### src/rtl/ser_tx_pkg.sv
// Shared types and default constants for the parametrised serial transmitter.
package ser_tx_pkg;

  typedef enum logic [1:0] {
    IDLE = 2'd0,
    LEN  = 2'd1,
    TX   = 2'd2
  } ser_tx_state_t;

  localparam int         DEF_PATTERN_W = 4;
  localparam logic [3:0] DEF_PATTERN   = 4'b1101;
  localparam int         DEF_LEN_W     = 4;

endpackage

### src/rtl/bit_counter.sv
// W-bit up/down counter with synchronous load (priority over enable).
// tc flags that the next enabled step lands on the terminal value:
// 0 when counting down, all-ones when counting up.
module bit_counter #(
  parameter int W = 4
) (
  input  logic         clk,
  input  logic         rst,
  input  logic         load,
  input  logic [W-1:0] load_val,
  input  logic         en,
  input  logic         up,
  output logic [W-1:0] value,
  output logic         tc
);

  // Counter register: load wins over a count step.
  always_ff @(posedge clk or negedge rst) begin
    if (!rst)      value <= '0;
    else if (load) value <= load_val;
    else if (en)   value <= up ? value + 1'b1 : value - 1'b1;
  end

  assign tc = up ? (value == ({W{1'b1}} - 1'b1)) : (value == W'(1));

endmodule

### src/rtl/param_serial_transmitter.sv
// Start-pattern detector + length-framed serial forwarder. All state moves
// only on clk_en strobes; the valid/done pulses drop on every clk edge.
module param_serial_transmitter
  import ser_tx_pkg::*;
#(
  parameter int                   PATTERN_W = DEF_PATTERN_W,
  parameter logic [PATTERN_W-1:0] PATTERN   = PATTERN_W'(DEF_PATTERN),
  parameter int                   LEN_W     = DEF_LEN_W
) (
  input  logic             clk,
  input  logic             rst,
  input  logic             clk_en,
  input  logic             ser_in,
  output logic             ser_out,
  output logic             ser_out_valid,
  output logic             busy,
  output logic             frame_done,
  output logic [LEN_W-1:0] count
);

  localparam int IDX_W = $clog2(LEN_W + 1);

  ser_tx_state_t        state;
  logic [PATTERN_W-1:0] history;
  logic [PATTERN_W-1:0] history_next;
  logic [LEN_W-1:0]     acc;
  logic [LEN_W-1:0]     acc_next;
  logic [LEN_W-1:0]     remaining;
  logic [IDX_W-1:0]     index;
  logic                 match;
  logic                 len_last;
  logic                 tx_step;
  logic                 rem_tc;
  logic                 count_tc;
  logic                 tx_last;

  // Newest bit enters at the LSB; the size cast drops the oldest bit.
  assign history_next = PATTERN_W'({history, ser_in});
  assign acc_next     = LEN_W'({acc, ser_in});

  assign match    = clk_en && (state == IDLE) && (history_next == PATTERN);
  assign len_last = clk_en && (state == LEN) && (index == IDX_W'(LEN_W - 1));
  // Never decrement below zero even if the state were somehow inconsistent.
  assign tx_step  = clk_en && (state == TX) && (remaining != '0);
  // count_tc can only fire together with rem_tc (L <= 2^LEN_W-1); it is a
  // second guard that keeps count from ever wrapping.
  assign tx_last  = rem_tc || count_tc;

  bit_counter #(.W(LEN_W)) u_remaining (
    .clk      (clk),
    .rst      (rst),
    .load     (len_last && (acc_next != '0)),
    .load_val (acc_next),
    .en       (tx_step),
    .up       (1'b0),
    .value    (remaining),
    .tc       (rem_tc)
  );

  bit_counter #(.W(LEN_W)) u_count (
    .clk      (clk),
    .rst      (rst),
    .load     (match),
    .load_val ('0),
    .en       (tx_step),
    .up       (1'b1),
    .value    (count),
    .tc       (count_tc)
  );

  // Frame FSM with registered outputs; history clears on every return to IDLE.
  always_ff @(posedge clk or negedge rst) begin
    if (!rst) begin
      state         <= IDLE;
      history       <= '0;
      acc           <= '0;
      index         <= '0;
      ser_out       <= 1'b0;
      ser_out_valid <= 1'b0;
      frame_done    <= 1'b0;
      busy          <= 1'b0;
    end else begin
      ser_out_valid <= 1'b0;
      frame_done    <= 1'b0;
      if (clk_en) begin
        unique case (state)
          IDLE: begin
            history <= history_next;
            if (match) begin
              state <= LEN;
              acc   <= '0;
              index <= '0;
              busy  <= 1'b1;
            end
          end
          LEN: begin
            acc   <= acc_next;
            index <= index + 1'b1;
            if (len_last) begin
              if (acc_next == '0) begin
                frame_done <= 1'b1;
                busy       <= 1'b0;
                history    <= '0;
                state      <= IDLE;
              end else begin
                state <= TX;
              end
            end
          end
          TX: begin
            if (tx_step) begin
              ser_out       <= ser_in;
              ser_out_valid <= 1'b1;
              if (tx_last) begin
                frame_done <= 1'b1;
                busy       <= 1'b0;
                history    <= '0;
                state      <= IDLE;
              end
            end
          end
          default: begin
            state   <= IDLE;
            history <= '0;
            busy    <= 1'b0;
          end
        endcase
      end
    end
  end

endmodule
### config.mk
export PLATFORM = sky130hd
export DESIGN_NAME = param_serial_transmitter
export DESIGN_NICKNAME = d
export VERILOG_FILES = /design/src/rtl/ser_tx_pkg.sv /design/src/rtl/bit_counter.sv /design/src/rtl/param_serial_transmitter.sv
export SDC_FILE = /design/constraint.sdc
export NUM_CORES = 1
export LEC_CHECK = 0
export CORE_MARGIN = 1
export CORE_UTILIZATION = 25
export DETAILED_ROUTE_END_ITERATION = 10
export DONT_BUFFER_PORTS = 1
export PLACE_DENSITY = 0.45
export SYNTH_ARGS = -nofsm -noshare
export SYNTH_HDL_FRONTEND = slang
export SYNTH_SLANG_ARGS = --single-unit
### constraint.sdc
create_clock -name clk -period 1.8 [get_ports clk]
set_input_delay 0.18 -clock clk [delete_from_list [all_inputs] [get_ports clk]]
set_output_delay 0.18 -clock clk [all_outputs]
set_load 0.05 [all_outputs]
Ports around the boundary:
Pins as bars across the die edge, other pins in grey.
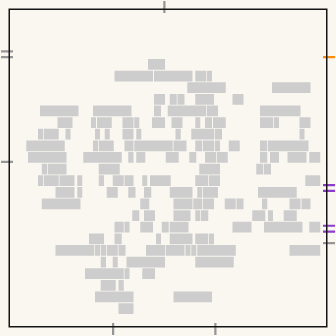
port	colour	pins	direction	edge
`count`	purple	4	output	right
`ser_out_valid`	orange	1	output	right
all pins by edge	6 right, 3 left, 2 bottom, 1 top

==> flow_summary.ini <==
; synthesis and place-and-route metrics
[status]
status = finished with violations
violations = setup timing

[routing]
route.met2.wl_mm = 1.29
drt-met1-wl_mm = 1.36
wl_per_cell_um = 13.0
num_vias = 983
vias_per_cell = 4.57
route.met3.wl_um = 122
routed_wl_mm = 2.80
antenna_left = 0
firstDrtPassIters = 4

[worst_setup_path]
max_stage_delay_ns = 0.38
path_max_fanout = 3
crit_family = AND-OR/OR-AND gates
reg2reg_depth = 6
crit_path_cell_trace = inv_1 > ha_2 > or3b_1 > o211a_2 > o2111a_1 > mux2_4
crit_start = u_remaining.value[1]
end_kind = register
r2r_start = u_remaining.value[1]
endpoint = state[0]
worstPathArrival_ns = 2.01
path_class = reg -> reg
crit_buf_inv = 1
rrSetupSlack_ns = -0.06
crit_required_ns = 1.95
regToRegEndpoint = state[0]

[die]
io_pins = 12
fp.coreArea_mm2 = 0.00485
row_count = 25
die_w_um = 73.9

[finish]
clk_share = 0.0290
seq_cell_count = 23
layout.nets = 163
largest_registers = u_count.value (4), u_remaining.value (4)
layout_top_cell = dfrtp_1
fillers = 504
comb_area_um2 = 653
fin_area_mm2 = 0.00156
seq_area_frac = 0.372
nClkBuffers = 4
buffer_area_frac = 0.0917
inverters = 14
seq_area_um2 = 578
comb_area_frac = 0.420
lay_top_cells = dfrtp_1 (21), buf_4 (15), inv_1 (14), nand2_1 (14), mux2i_1 (9)
syn_to_final_growth_pct = 20.2
diodes = 0

[cts]
post_cts_buffers = 0
tritoncts = built
clock_latency_ns = 0.26
cts.sinks = 23
h-tree-depth = 1
clk_pin_slew_worst_paths_ns = 0.08
cts_hold_buf = 2

[placed_design]
dp_cells = 209
pre_cts_ws_ns = -0.0380
hpwlAfterDp_mm = 2.13
finalWeightedCongestion = 0.835
port_buffers = 0
placed_cell_area_mm2 = 0.00148

[job]
cap_violations = 0

[sta]
whs_ns = 0.0309
rsz0062_at_grt = yes
min_period_over_period = 1.03
setup_viol = 1
setup_slack_ns = -0.0573
max_slew_margin = 0.678
finalHoldViolCount = 0

[yosys]
ys_top_cells_by_count = dfrtp_1 (23), inv_1 (14), nand2_1 (14)
fp_nets = 145
synthDominantCellAreaShare = 0.445
mux_area_frac = 0.0899
synth_dominant_cell_count = dfrtp_1
synth-seq-cells = 23
yosys_cells = 131
synth_warnings = 0
yosysTopAreaCell = dfrtp_1
ys.flop_type = dfrtp_1
aoi_share = 0.109
xor_share = 0.0338
syn_inst = 131
topCombFamilyByArea = simple AND/OR/NAND/NOR gates
syn_avg_cell_area_um2 = 9.88
yosys-top-cells-area = dfrtp_1 (44%), ha_1 (9.7%), mux2i_1 (7.0%)
ys_area_mm2 = 0.00129
yosys.stat.seqShare = 0.445

[power_and_ir_drop]
power_frac_comb = 0.499
seq-power_uw = 957
p_leak_uw = 0.000753
power_leader = combinational cells
p_per_area_mw_per_mm2 = 1650
max-vdd-ir-drop_v = 0.000671
comb-power_uw = 1280
clkPwrFrac = 0.127
p_total_uw = 2560
power.share.sequential = 0.374

[global_route]
grt_use_total = 0.118
overflow = 0
grt_pass1_vias = 1028
busiest_layer = met2
met1_usage = 0.146
grtUsageMet2 = 0.197
grt_pass1_wl_mm = 4.88

[min_path]
hold_end = frame_done
hp-start = clk_en
Clock wiring as the flow saved it:
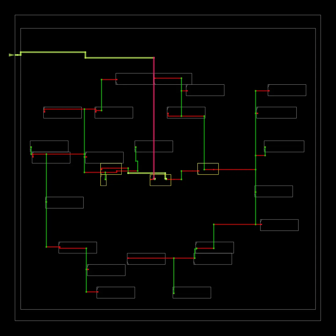
cts bufs inserted: 3
clk pwr: 326 µW

Power is estimated from default activity; no workload was simulated.
